==> src/rtl/crono_pkg.sv <==
// Shared stopwatch constants: time-word width, lap depth and lap-store full policies.
package crono_pkg;
    localparam int TIME_W      = 24;
    localparam int LAP_DEPTH   = 16;
    localparam int POLICY_STOP = 0;
    localparam int POLICY_WRAP = 1;
endpackage

==> src/rtl/lap_ptr_ctrl.sv <==
// Lap store bookkeeping: write/oldest pointers, lap count, full and sticky overflow.
module lap_ptr_ctrl
    import crono_pkg::*;
#(
    parameter int DEPTH  = LAP_DEPTH,
    parameter int ADDR_W = $clog2(DEPTH),
    parameter int WRAP   = POLICY_STOP
) (
    input  logic              clk,
    input  logic              reset,
    input  logic              clear,
    input  logic              capture,
    output logic              we,
    output logic [ADDR_W-1:0] wr_ptr,
    output logic [ADDR_W-1:0] old_ptr,
    output logic [ADDR_W:0]   count,
    output logic              full,
    output logic              overflow
);

    localparam logic [ADDR_W-1:0] LAST_PTR  = ADDR_W'(DEPTH - 1);
    localparam logic [ADDR_W:0]   DEPTH_CNT = (ADDR_W + 1)'(DEPTH);

    // Compare-to-last rather than masking so non-power-of-two depths wrap correctly.
    function automatic logic [ADDR_W-1:0] ptr_inc(input logic [ADDR_W-1:0] p);
        return (p == LAST_PTR) ? '0 : p + 1'b1;
    endfunction

    logic [ADDR_W-1:0] wr_ptr_q, wr_ptr_d;
    logic [ADDR_W-1:0] old_ptr_q, old_ptr_d;
    logic [ADDR_W:0]   count_q, count_d;
    logic              full_q, full_d;
    logic              overflow_q, overflow_d;

    always_comb begin
        wr_ptr_d   = wr_ptr_q;
        old_ptr_d  = old_ptr_q;
        count_d    = count_q;
        overflow_d = overflow_q;
        we         = 1'b0;
        if (reset || clear) begin
            wr_ptr_d   = '0;
            old_ptr_d  = '0;
            count_d    = '0;
            overflow_d = 1'b0;
        end else if (capture) begin
            if (!full_q) begin
                we       = 1'b1;
                wr_ptr_d = ptr_inc(wr_ptr_q);
                count_d  = count_q + 1'b1;
            end else begin
                overflow_d = 1'b1;
                if (WRAP == POLICY_WRAP) begin
                    we        = 1'b1;
                    wr_ptr_d  = ptr_inc(wr_ptr_q);
                    old_ptr_d = ptr_inc(old_ptr_q);
                end
            end
        end
        full_d = (count_d == DEPTH_CNT);
    end

    always_ff @(posedge clk) begin
        if (reset) begin
            wr_ptr_q   <= '0;
            old_ptr_q  <= '0;
            count_q    <= '0;
            full_q     <= 1'b0;
            overflow_q <= 1'b0;
        end else begin
            wr_ptr_q   <= wr_ptr_d;
            old_ptr_q  <= old_ptr_d;
            count_q    <= count_d;
            full_q     <= full_d;
            overflow_q <= overflow_d;
        end
    end

    assign wr_ptr   = wr_ptr_q;
    assign old_ptr  = old_ptr_q;
    assign count    = count_q;
    assign full     = full_q;
    assign overflow = overflow_q;

endmodule

==> src/rtl/lap_memory.sv <==
// Circular lap store: captures time words and reads them back by logical index (0 = oldest).
module lap_memory
    import crono_pkg::*;
#(
    parameter int DATA_W = TIME_W,
    parameter int DEPTH  = LAP_DEPTH,
    parameter int ADDR_W = $clog2(DEPTH),
    parameter int WRAP   = POLICY_STOP
) (
    input  logic              clk,
    input  logic              reset,
    input  logic              clear,
    input  logic              capture,
    input  logic [DATA_W-1:0] data_in,
    input  logic              rd_en,
    input  logic [ADDR_W-1:0] rd_addr,
    output logic [DATA_W-1:0] data_out,
    output logic              rd_valid,
    output logic [ADDR_W:0]   count,
    output logic              full,
    output logic              overflow
);

    localparam logic [ADDR_W:0] DEPTH_CNT = (ADDR_W + 1)'(DEPTH);

    logic [DATA_W-1:0] mem [DEPTH];
    logic              we;
    logic [ADDR_W-1:0] wr_ptr;
    logic [ADDR_W-1:0] old_ptr;

    lap_ptr_ctrl #(
        .DEPTH  (DEPTH),
        .ADDR_W (ADDR_W),
        .WRAP   (WRAP)
    ) u_ptr (
        .clk      (clk),
        .reset    (reset),
        .clear    (clear),
        .capture  (capture),
        .we       (we),
        .wr_ptr   (wr_ptr),
        .old_ptr  (old_ptr),
        .count    (count),
        .full     (full),
        .overflow (overflow)
    );

    always_ff @(posedge clk) begin
        if (we) begin
            mem[wr_ptr] <= data_in;
        end
    end

    logic              rd_hit;
    logic [ADDR_W:0]   rd_sum;
    logic [ADDR_W-1:0] rd_phys;
    logic [DATA_W-1:0] data_out_q, data_out_d;
    logic              rd_valid_q, rd_valid_d;

    // Reads use pre-capture state, so a slot overwritten this cycle returns its old word.
    always_comb begin
        rd_hit  = ({1'b0, rd_addr} < count);
        rd_sum  = {1'b0, old_ptr} + {1'b0, rd_addr};
        rd_phys = (rd_sum >= DEPTH_CNT) ? ADDR_W'(rd_sum - DEPTH_CNT) : rd_sum[ADDR_W-1:0];
        if (!rd_hit) begin
            rd_phys = '0;
        end
        data_out_d = data_out_q;
        rd_valid_d = 1'b0;
        if (rd_en) begin
            data_out_d = '0;
            if (!clear && rd_hit) begin
                data_out_d = mem[rd_phys];
                rd_valid_d = 1'b1;
            end
        end
    end

    always_ff @(posedge clk) begin
        if (reset) begin
            data_out_q <= '0;
            rd_valid_q <= 1'b0;
        end else begin
            data_out_q <= data_out_d;
            rd_valid_q <= rd_valid_d;
        end
    end

    assign data_out = data_out_q;
    assign rd_valid = rd_valid_q;

endmodule

==> config.mk <==
export PLATFORM = sky130hd
export DESIGN_NAME = lap_memory
export DESIGN_NICKNAME = d
export VERILOG_FILES = /design/src/rtl/crono_pkg.sv /design/src/rtl/lap_ptr_ctrl.sv /design/src/rtl/lap_memory.sv
export SDC_FILE = /design/constraint.sdc
export NUM_CORES = 1
export LEC_CHECK = 0
export CAP_MARGIN = 15
export CORE_MARGIN = 2
export CORE_UTILIZATION = 46
export CTS_CLUSTER_DIAMETER = 120
export DETAILED_ROUTE_END_ITERATION = 8
export PLACE_DENSITY_LB_ADDON = 0.15
export SYNTH_ARGS = -nofsm -noshare
export SYNTH_HDL_FRONTEND = slang
export SYNTH_HIERARCHICAL = 1
export SYNTH_SLANG_ARGS = --single-unit
==> constraint.sdc <==
create_clock -name clk -period 8.8 [get_ports clk]
set_input_delay 1.76 -clock clk [delete_from_list [all_inputs] [get_ports clk]]
set_output_delay 1.76 -clock clk [all_outputs]
set_load 0.01 [all_outputs]
==> images/gates.png <==
The bar under the picture is 50 µm long.
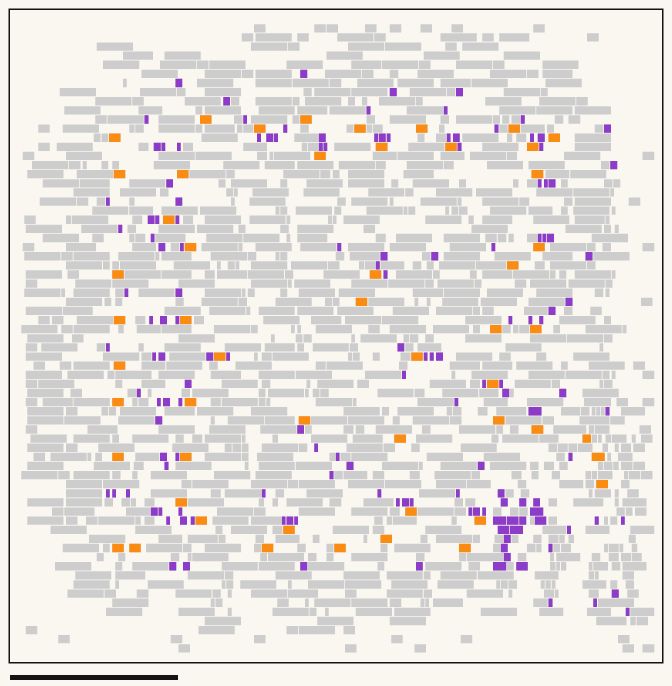
Purple stands for nor cells, cells 147, most used nor2_1, where spread over the die. Orange stands for non-inverting ao/oa cells, cells 52, where spread over the die.

==> images/layers.png <==
The bar under the picture is 50 µm long.
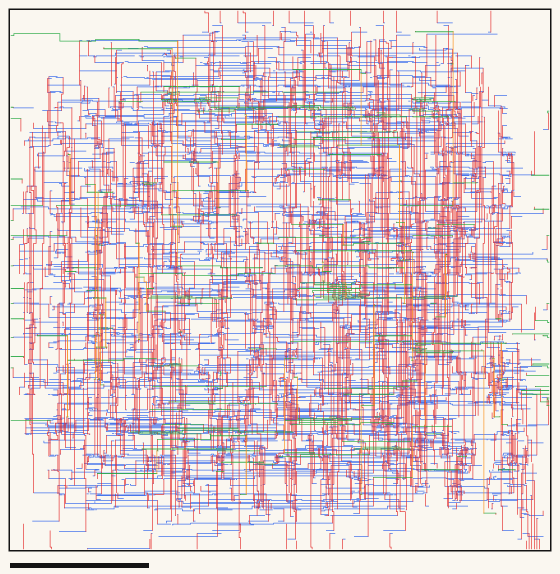
Orange stands for M4, wire length 979 µm. Red stands for M2, wire length 19900 µm. Green stands for M3, wire length 2580 µm. Blue stands for M1, wire length 18800 µm.

==> images/clock_wires.png <==
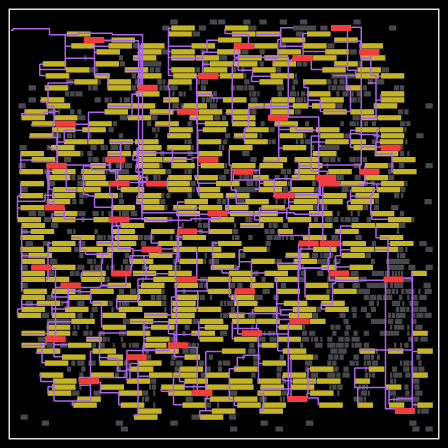
Yellow stands for flip-flops, count 420. Red stands for clock-net drivers, count 44. Purple stands for clock wires, length 4850 µm.
There are 45 routed clock nets.

==> images/util_map.png <==
19 x 19 tiles, from dark blue (low) to red (high), 0 to 100% covered.
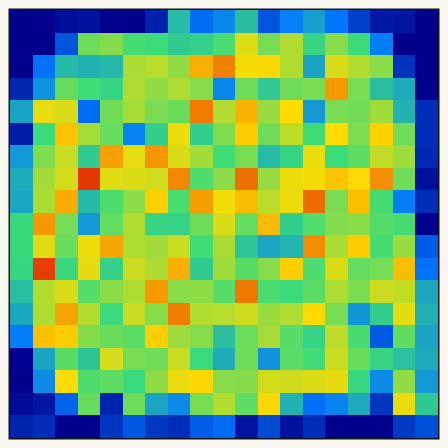
The fullest tile reaches 94%. 12% of the tiles are over 75% full. The mean over all tiles is 50%.

==> CHANGELOG.md <==
### Physical design

- Run status: finished clean
- Max-capacitance violation count: 0
- Seq/total area: 63.11%
- Slew margin rel.: 18.83%
- Met3 WL: 2580 µm
- Combinational gate area: between 0.004 and 0.005 mm²
- First-pass iteration count of the detailed router: 5
- Hold path start: u_ptr/overflow$_SDFFE_PP0P_
- Post-route clock skew: 0.02151 ns
- Synthesized chip area reported by yosys: 0.01669 mm²
- Destination of the critical timing path: data_out[11]$_SDFFE_PP0P_
- CTS tree: done
- Layout multi-input combinational cell count: around 600
- Setup CP Type: primary input to flip-flop
- Highest net fanout along the worst path: ~50
- Most area-hungry cell class in the final design: flip-flops and latches
- Worst IR drop on VDD: 0.1550 mV
- Combined buffer and inverter count along the critical path: 3
- Worst Tran Pin Value: 1.218 ns
- Clock share of power: 42.5%
- Cell count after synthesis: approximately 1100
- Clock-cell share: roughly 7.7%
- Power group with the largest share: sequential cells
- First-pass GRT wire length: 62240 µm
- Worst flop-to-flop path startpoint: u_ptr/count[2]$_SDFF_PP0_
- Row count: 69
- Most frequent cells in the layout: sky130_fd_sc_hd__edfxtp_1, sky130_fd_sc_hd__nor2_1, sky130_fd_sc_hd__clkdlybuf4s50_1, sky130_fd_sc_hd__nand2_1, sky130_fd_sc_hd__nor2b_1
- Yosys warnings: 6
- Initial antenna violation count: 0
- Layout inverter count without the clock tree: 8
- FFs & Latches: 420
- Slowest stage cell on the critical path: sky130_fd_sc_hd__nand3b_1
- Comb pwr share: 8.7%
## stage by stage
stage	setup WS, ns	hold WS (ns)	cell area, µm²
2_1_floorplan	3.749	0.5004	16700
3_3_place_gp	3.334	0.4584	17910
3_5_place_dp	3.228	0.4572	17910
4_1_cts	3.786	0.4743	19410
5_1_grt	3.415	0.5523	19410
6_report	3.640	0.4662	19410
## cell families after synthesis
family,count (synthesis),synth area share [%]
mux,48,2.878
other cells,1,0.02246
fa+ha+maj,9,0.7196
buf+inv,93,2.353
flops,420,73.39
xor+xnor,7,0.3673
simple gates,252,7.233
compound gates,290,13.03
## registers in the layout, indices dropped and copies added, names as in the netlist
register / cells
mem: 384
data_out: 24
u_ptr/full: 1
u_ptr/overflow: 1
u_ptr/count: 5
rd_valid: 1
u_ptr/wr_ptr: 4
Power and IR drop assume default switching activity.
